--- src/rtl/spi_mem_ctrl_if.sv ---
`default_nettype none
`timescale 1ns/1ps
// ----------------------------------------------------------------------------
// spi_mem_ctrl_if : request/response bundle between control unit and SPI master
// Revision: 1.0
// ----------------------------------------------------------------------------
interface spi_mem_ctrl_if;
  logic        req;
  logic        we;
  logic        sel;
  logic [15:0] addr;
  logic [7:0]  wdata;
  logic [7:0]  rdata;
  logic        done;
  logic        busy;

  modport master (output req, we, sel, addr, wdata, input  rdata, done, busy);
  modport slave  (input  req, we, sel, addr, wdata, output rdata, done, busy);
endinterface
`default_nettype wire

--- src/rtl/spi_mem_ctrl.sv ---
`default_nettype none
`timescale 1ns/1ps
// ----------------------------------------------------------------------------
// spi_mem_ctrl : single-byte SPI mode-0 read/write master for program ROM / data RAM
// Revision: 1.0
// ----------------------------------------------------------------------------
module spi_mem_ctrl #(
  parameter int unsigned CLK_DIV   = 1,
  parameter logic [7:0]  CMD_READ  = 8'h03,
  parameter logic [7:0]  CMD_WRITE = 8'h02
) (
  input  wire logic     clk,
  input  wire logic     rst_n,
  spi_mem_ctrl_if.slave bus,
  output logic          sck_o,
  output logic          mosi_o,
  input  wire logic     miso_i,
  output logic          cs_rom_n_o,
  output logic          cs_ram_n_o
);

  localparam int unsigned       CNT_W    = (CLK_DIV > 1) ? $clog2(CLK_DIV) : 1;
  localparam logic [CNT_W-1:0]  DIV_LAST = CNT_W'(CLK_DIV - 1);

  typedef enum logic [2:0] {
    IDLE     = 3'd0,
    SETUP    = 3'd1,
    SHIFT    = 3'd2,
    HOLD     = 3'd3,
    DONE     = 3'd4,
    WAIT_REL = 3'd5
  } state_t;

  state_t           state_q, state_d;
  logic             armed_q, armed_d;
  logic             busy_q, busy_d;
  logic             done_q, done_d;
  logic             sck_q, sck_d;
  logic             mosi_q, mosi_d;
  logic             cs_rom_n_q, cs_rom_n_d;
  logic             cs_ram_n_q, cs_ram_n_d;
  logic             we_q, we_d;
  logic [31:0]      sreg_q, sreg_d;
  logic [7:0]       rx_q, rx_d;
  logic [7:0]       rdata_q, rdata_d;
  logic [4:0]       bit_q, bit_d;
  logic [CNT_W-1:0] cnt_q, cnt_d;

  always_ff @(posedge clk or negedge rst_n) begin
    if (!rst_n) begin
      state_q    <= IDLE;
      armed_q    <= 1'b1;
      busy_q     <= 1'b0;
      done_q     <= 1'b0;
      sck_q      <= 1'b0;
      mosi_q     <= 1'b0;
      cs_rom_n_q <= 1'b1;
      cs_ram_n_q <= 1'b1;
      we_q       <= 1'b0;
      sreg_q     <= 32'h0;
      rx_q       <= 8'h00;
      rdata_q    <= 8'h00;
      bit_q      <= 5'd0;
      cnt_q      <= '0;
    end else begin
      state_q    <= state_d;
      armed_q    <= armed_d;
      busy_q     <= busy_d;
      done_q     <= done_d;
      sck_q      <= sck_d;
      mosi_q     <= mosi_d;
      cs_rom_n_q <= cs_rom_n_d;
      cs_ram_n_q <= cs_ram_n_d;
      we_q       <= we_d;
      sreg_q     <= sreg_d;
      rx_q       <= rx_d;
      rdata_q    <= rdata_d;
      bit_q      <= bit_d;
      cnt_q      <= cnt_d;
    end
  end

  always_comb begin
    state_d    = state_q;
    armed_d    = armed_q;
    busy_d     = busy_q;
    done_d     = 1'b0;
    sck_d      = sck_q;
    mosi_d     = mosi_q;
    cs_rom_n_d = cs_rom_n_q;
    cs_ram_n_d = cs_ram_n_q;
    we_d       = we_q;
    sreg_d     = sreg_q;
    rx_d       = rx_q;
    rdata_d    = rdata_q;
    bit_d      = bit_q;
    cnt_d      = cnt_q;

    unique case (state_q)
      IDLE: begin
        if (bus.req && armed_q) begin
          armed_d = 1'b0;
          busy_d  = 1'b1;
          we_d    = bus.we;
          cnt_d   = '0;
          bit_d   = 5'd0;
          sreg_d  = {bus.we ? CMD_WRITE : CMD_READ, bus.addr, bus.we ? bus.wdata : 8'h00};
          // Program ROM is read-only: a write completes without touching the bus.
          if (bus.we && !bus.sel) begin
            state_d = DONE;
          end else begin
            state_d    = SETUP;
            cs_rom_n_d = bus.sel;
            cs_ram_n_d = !bus.sel;
            mosi_d     = sreg_d[31];
          end
        end
      end

      SETUP: begin
        if (cnt_q == DIV_LAST) begin
          cnt_d   = '0;
          state_d = SHIFT;
        end else begin
          cnt_d = cnt_q + 1'b1;
        end
      end

      SHIFT: begin
        if (cnt_q != DIV_LAST) begin
          cnt_d = cnt_q + 1'b1;
        end else begin
          cnt_d = '0;
          if (!sck_q) begin
            sck_d = 1'b1;
            // Only the final byte of the frame carries read data.
            if (bit_q[4:3] == 2'b11) begin
              rx_d = {rx_q[6:0], miso_i};
            end
          end else begin
            sck_d  = 1'b0;
            sreg_d = {sreg_q[30:0], 1'b0};
            mosi_d = sreg_q[30];
            if (bit_q == 5'd31) begin
              state_d = HOLD;
            end else begin
              bit_d = bit_q + 5'd1;
            end
          end
        end
      end

      HOLD: begin
        if (cnt_q == DIV_LAST) begin
          cnt_d      = '0;
          state_d    = DONE;
          cs_rom_n_d = 1'b1;
          cs_ram_n_d = 1'b1;
          mosi_d     = 1'b0;
        end else begin
          cnt_d = cnt_q + 1'b1;
        end
      end

      DONE: begin
        done_d  = 1'b1;
        busy_d  = 1'b0;
        rdata_d = we_q ? rdata_q : rx_q;
        state_d = WAIT_REL;
      end

      WAIT_REL: begin
        if (!bus.req) begin
          armed_d = 1'b1;
          state_d = IDLE;
        end
      end

      default: state_d = IDLE;
    endcase
  end

  assign bus.rdata  = rdata_q;
  assign bus.done   = done_q;
  assign bus.busy   = busy_q;
  assign sck_o      = sck_q;
  assign mosi_o     = mosi_q;
  assign cs_rom_n_o = cs_rom_n_q;
  assign cs_ram_n_o = cs_ram_n_q;

endmodule
`default_nettype wire

--- src/flat_wrapper.sv ---
// flat-port wrapper written by rule: the top's interface ports become plain ports
module spi_mem_ctrl_flat 
#(
  parameter int unsigned CLK_DIV   = 1,
  parameter logic [7:0]  CMD_READ  = 8'h03,
  parameter logic [7:0]  CMD_WRITE = 8'h02
)
  (clk, rst_n, sck_o, mosi_o, miso_i, cs_rom_n_o, cs_ram_n_o, bus_req, bus_we, bus_sel, bus_addr, bus_wdata, bus_rdata, bus_done, bus_busy);
  spi_mem_ctrl_if bus_i ();
  input  wire logic clk;
  input  wire logic rst_n;
  output logic sck_o;
  output logic mosi_o;
  input  wire logic miso_i;
  output logic cs_rom_n_o;
  output logic cs_ram_n_o;
  input wire logic [$bits(bus_i.req)-1:0] bus_req;
  input wire logic [$bits(bus_i.we)-1:0] bus_we;
  input wire logic [$bits(bus_i.sel)-1:0] bus_sel;
  input wire logic [$bits(bus_i.addr)-1:0] bus_addr;
  input wire logic [$bits(bus_i.wdata)-1:0] bus_wdata;
  output wire logic [$bits(bus_i.rdata)-1:0] bus_rdata;
  output wire logic [$bits(bus_i.done)-1:0] bus_done;
  output wire logic [$bits(bus_i.busy)-1:0] bus_busy;
  assign bus_i.req = bus_req;
  assign bus_i.we = bus_we;
  assign bus_i.sel = bus_sel;
  assign bus_i.addr = bus_addr;
  assign bus_i.wdata = bus_wdata;
  assign bus_rdata = bus_i.rdata;
  assign bus_done = bus_i.done;
  assign bus_busy = bus_i.busy;
  spi_mem_ctrl #(.CLK_DIV(CLK_DIV), .CMD_READ(CMD_READ), .CMD_WRITE(CMD_WRITE)) u_core (.clk(clk), .rst_n(rst_n), .bus(bus_i), .sck_o(sck_o), .mosi_o(mosi_o), .miso_i(miso_i), .cs_rom_n_o(cs_rom_n_o), .cs_ram_n_o(cs_ram_n_o));
endmodule
--- config.mk ---
export PLATFORM = sky130hd
export DESIGN_NAME = spi_mem_ctrl_flat
export DESIGN_NICKNAME = d
export VERILOG_FILES = /design/src/rtl/spi_mem_ctrl_if.sv /design/src/rtl/spi_mem_ctrl.sv /design/src/flat_wrapper.sv
export SDC_FILE = /design/constraint.sdc
export NUM_CORES = 1
export LEC_CHECK = 0
export CAP_MARGIN = 20
export CORE_MARGIN = 2
export CORE_UTILIZATION = 48
export CTS_CLUSTER_SIZE = 28
export DETAILED_ROUTE_END_ITERATION = 8
export PLACE_DENSITY = 0.8
export SLEW_MARGIN = 0
export SYNTH_ARGS = -nofsm -noshare
export SYNTH_HDL_FRONTEND = slang
export SYNTH_SLANG_ARGS = --single-unit
--- constraint.sdc ---
create_clock -name clk -period 1.9 [get_ports clk]
set_input_delay 0.38 -clock clk [delete_from_list [all_inputs] [get_ports clk]]
set_output_delay 0.38 -clock clk [all_outputs]
set_load 0.1 [all_outputs]
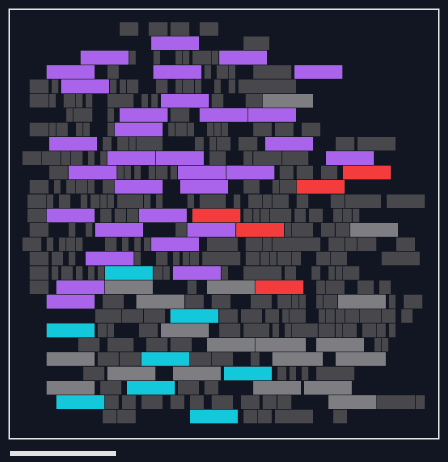
*Where the registers sit*
The bar under the picture is 20 um long.
purple -> `u_core.sreg_q`  # placed flops 31
cyan -> `u_core.bus.rdata`  # placed flops 8
red -> `u_core.bit_q`  # placed flops 5
not colored = 19
FF/Latch Area: 1580 um^2
flop share of the area: 0.430
Util after Layout: 0.633

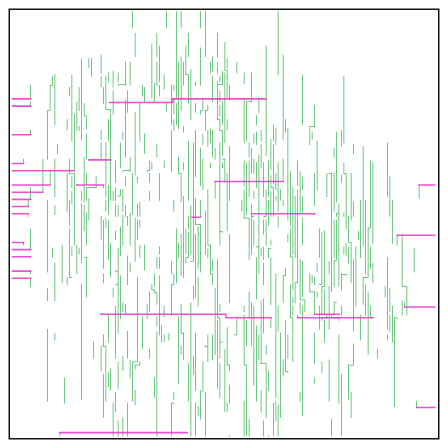
*Routed metal, one color a layer*
Two of the layers only.
green -> metal 2  # wire length 2800 um
magenta -> metal 3  # wire length 224 um
GR Util All Layers: 0.196
vias: 2182
per-cell routed wire length: 14.0 um

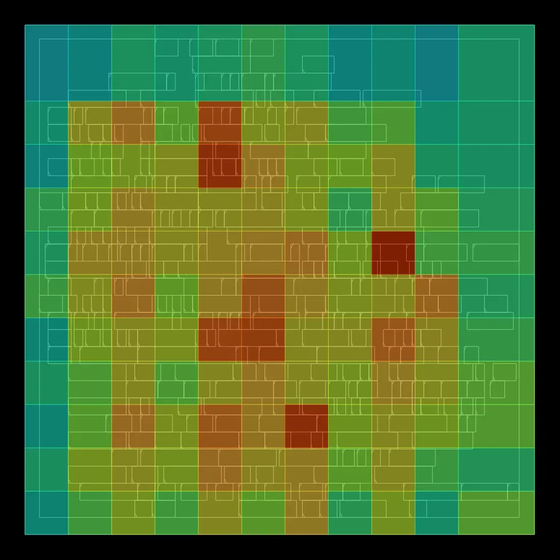
*Routing congestion map*
GR Util met3: 0.0522
gr busiest metal: met2
met1 GRT Util: 0.253
met2 global-route usage: 0.310

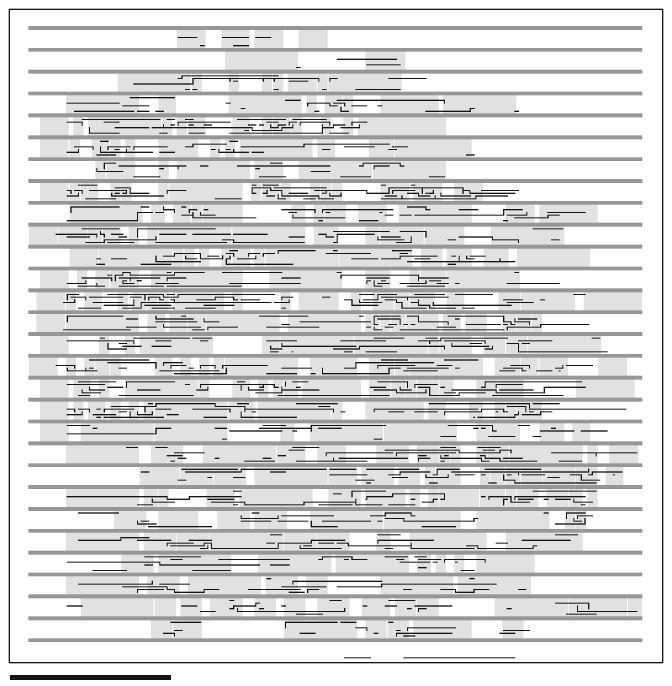
*The metal 1 layer*
The bar under the picture is 20 um long. Supply wires on this layer in gray.
longest straight run = 17.0 um
wire length on this layer = 2590 um
main direction = horizontal
nets with wire on the layer = 308
routed wire length: 5.70 mm

## cells by family (layout without fill, tap and decap cells)
logic type / after synthesis / in the layout
simple gates: 124 / 124
flops: 63 / 63
compound gates: 45 / 45
buf+inv: 21 / 78
mux: 17 / 17
fa+ha+maj: 2 / 2
xor+xnor: 2 / 2
## routing by layer
layer,vias up,track usage,routed length [um]
met2,40,0.310,2800
met5,-,0,0
met4,0,0.0864,81
met1,1076,0.253,2590
li1,1062,-,-
met3,4,0.0522,223
## per-stage QoR
step,util,setup TNS [ps],instance area (um^2),setup WS [ps],power [mW]
floorplan,-,0,2860,52.4,4.02
global placement,0.592,0,3440,48.8,4.65
detailed placement,0.592,-8.74,3440,-8.74,4.74
CTS,0.627,0,3640,4.94,5.89
global route,0.633,-7.90,3680,-7.90,6.29
finish,0.633,0,3680,79.8,5.88
## registers in the layout (all words and copies together), names as in the netlist
signal / flops
u_core.cs_rom_n_o: 1
u_core.rx_q: 8
u_core.sreg_q: 31
u_core.armed_q: 1
u_core.bus.done: 1
u_core.bit_q: 5
u_core.sck_o: 1
u_core.bus.rdata: 8
u_core.bus.busy: 1
u_core.mosi_o: 1
u_core.we_q: 1
u_core.state_q: 3
u_core.cs_ram_n_o: 1
## Yosys cell counts
cell type and n:
and2_4 1, nand4bb_1 1, o21ai_2 1, mux2_2 17, dfrtp_1 60, or4b_1 1, buf_4 2, ha_1 2
nand3_1 17, nor3_1 1, a31oi_1 23, a21o_1 1, nor2b_1 1, nand2_4 1, and3_1 2, buf_6 1
a221oi_1 1, nand4b_1 4, nor2_8 1, nor3_4 1, buf_2 8, xor2_1 1, o22a_1 1, a32o_1 7
nor2_1 31, o31ai_1 1, or2_2 1, o221ai_1 1, o21a_1 1, inv_1 3, and2b_1 1, a21oi_1 5
dfstp_2 3, nor3b_4 1, and3b_1 1, nor2_2 1, o21ai_0 2, nor2_4 1, nand3b_1 1, xnor2_1 1
clkbuf_1 7, a211o_1 1, nor4b_1 1, nand2_1 52, nand2b_1 2
## how the worst min path moves through the flow
stage / startpoint / to / slack [ps] / cells past startpoint
global route: rst_n / u_core.mosi_o / 80 / 2
global placement: rst_n / u_core.state_q[2] / 420 / 2
detailed placement: rst_n / u_core.state_q[1] / 410 / 2
floorplan: rst_n / u_core.bit_q[0] / 80 / 0
CTS: rst_n / u_core.state_q[1] / 60 / 2
finish: rst_n / u_core.state_q[1] / 30 / 2
## layout by cell type (no fill, tap or decap), drive strengths merged, types with 2 or more instances in the layout
| master | count |
|---|---|
| dfstp | 3 |
| a31oi | 23 |
| a32o | 7 |
| dfrtp | 60 |
| a21oi | 5 |
| clkdlybuf4s50 | 28 |
| nand2b | 2 |
| nor2 | 34 |
| o21ai | 3 |
| inv | 3 |
| nor3 | 2 |
| nand3 | 17 |
| nand4b | 4 |
| clkbuf | 13 |
| buf | 31 |
| and3 | 2 |
| mux2 | 17 |
| nand2 | 53 |
| ha | 2 |
## area by class of cell
cell class / instances / area share
inverters: 3 / 0.00306
clock inverters: 3 / 0.0116
well taps: 75 / 0.0255
multi-input cells: 190 / 0.323
flip-flops and latches: 63 / 0.430
repair buffers: 59 / 0.166
clock buffers: 13 / 0.0405
==> flow_summary.ini <==
; generated from flow reports
[worst_setup_path]
reg2reg_depth = 6
crit_cells = 6
cp_slowest_cell = or4b_1
crit_start = u_core.bit_q[1]
start_kind = flip-flop
r2r-start = u_core.bit_q[1]
critPathMaxStageDelay_ps = 550
crit_type = flip-flop to flip-flop
reg2reg_to = u_core.bit_q[3]
path_cells = ha_2 > and3_4 > ha_4 > nand4b_1 > or4b_1 > nand3_1
end_kind = flip-flop
crit_family = simple AND/OR/NAND/NOR gates
path_max_fanout = 4
cp_num_buf_inv = 0
regToRegSetupSlack_ps = 80
endpoint = u_core.bit_q[3]
cp.required_ps = 2170
worstPathArrival_ps = 2090

[power_and_ir_drop]
pg_seq_mw = 2.23
clkPwrFrac = 0.193
powerDensity_nw_per_um2 = 1600
p_switching_mw = 2.38
comb_cell_power_mw = 2.52
maxPowerGroup = combinational logic
peakVddDrop_v = 0.000731
clock_power_mw = 1.13
netSwitchingFraction = 0.405
combPwrFrac = 0.428
p_leak_nw = 1.65
p_int_mw = 3.50
power.share.sequential = 0.379

[global_route]
grt_pass1_wl_mm = 9.65
gr-total-overflow = 0
grt_pass1_vias = 2087
antenna_found_initial = 0
grt_max_degree = 64

[routing]
via_per_inst = 5.37
drc_errors = 0
drt_pass1_iterations = 4
drtIter0Drc = 117
postRouteAntennaNets = 0

[final_timing]
min_period_ps = 1820
skew_ps = 6.27
hold_slack_ps = 32.6
finalCritPeriodShare = 0.958
drv_slew = 0
slew_headroom = 0.777
hold_viol_final = 0
finalSetupViolCount = 0
grt_setup_unrepaired = true
worst_slew_pin_slew_ps = 335
fmax_mhz = 549

[clocking]
root_buffer = clkbuf_8
cts_buffer_depth = 2
htree_levels = 3
cts_setup_buffers = 1
cts_hold_buffers = 0
cts_tree = built
numCtsBuffers = 9
cts.sinks = 63
cts_resized = 0
clk_latency_ps = 340
clk_pin_slew_ps = 70

[synth]
top_area_frac = 0.526
simple_gate_area_frac = 0.217
postSynthSeqShare = 0.554
top_area_cell = dfrtp_1
netlist_area_um2 = 2850
muxShareOfSynthArea = 0.0671
fp_nets = 306
fa_ha_area_frac = 0.00877
yosys_area_um2 = 2850
ys_sh_aoi = 0.110
ys_top_logic_family = simple AND/OR/NAND/NOR gates
syn_inst = 274
synth.distinct_cells = 45
ys_sh_xor = 0.00614
yosys_warnings = 0
yosys_cells = 274
area_leaders = dfrtp_1 53%, nand2_1 6.8%, mux2_2 6.7%
syn-mean-instance-area_um2 = 10.4
ys_ff = 63

[floorplanning]
coreArea_um2 = 5820
rows = 28
fp_util = 0.491
die_height_um = 81.1
chipArea_um2 = 6580
fp.dieW_um = 81.1
boundaryPins = 44

[status]
status = complete, no violations

[cells_and_area]
fill_cells = 505
stdcell_count = 406
area_delta_synth_final_pct = 28.9
diodes = 0
nNetsFinal = 358
layout-drive-gt1-share = 0.233
mi_logic_area_um2 = 1190

[placed_design]
hpwl_mm = 3.75
io_buffers = 43
gp_congestion = 0.812
dp.cells = 387

[min_path]
min_path_type = input pin to asynchronous set/reset pin

[flow_run]
warnings = 27
drv_cap = 0
Power is estimated from default activity; no workload was simulated.
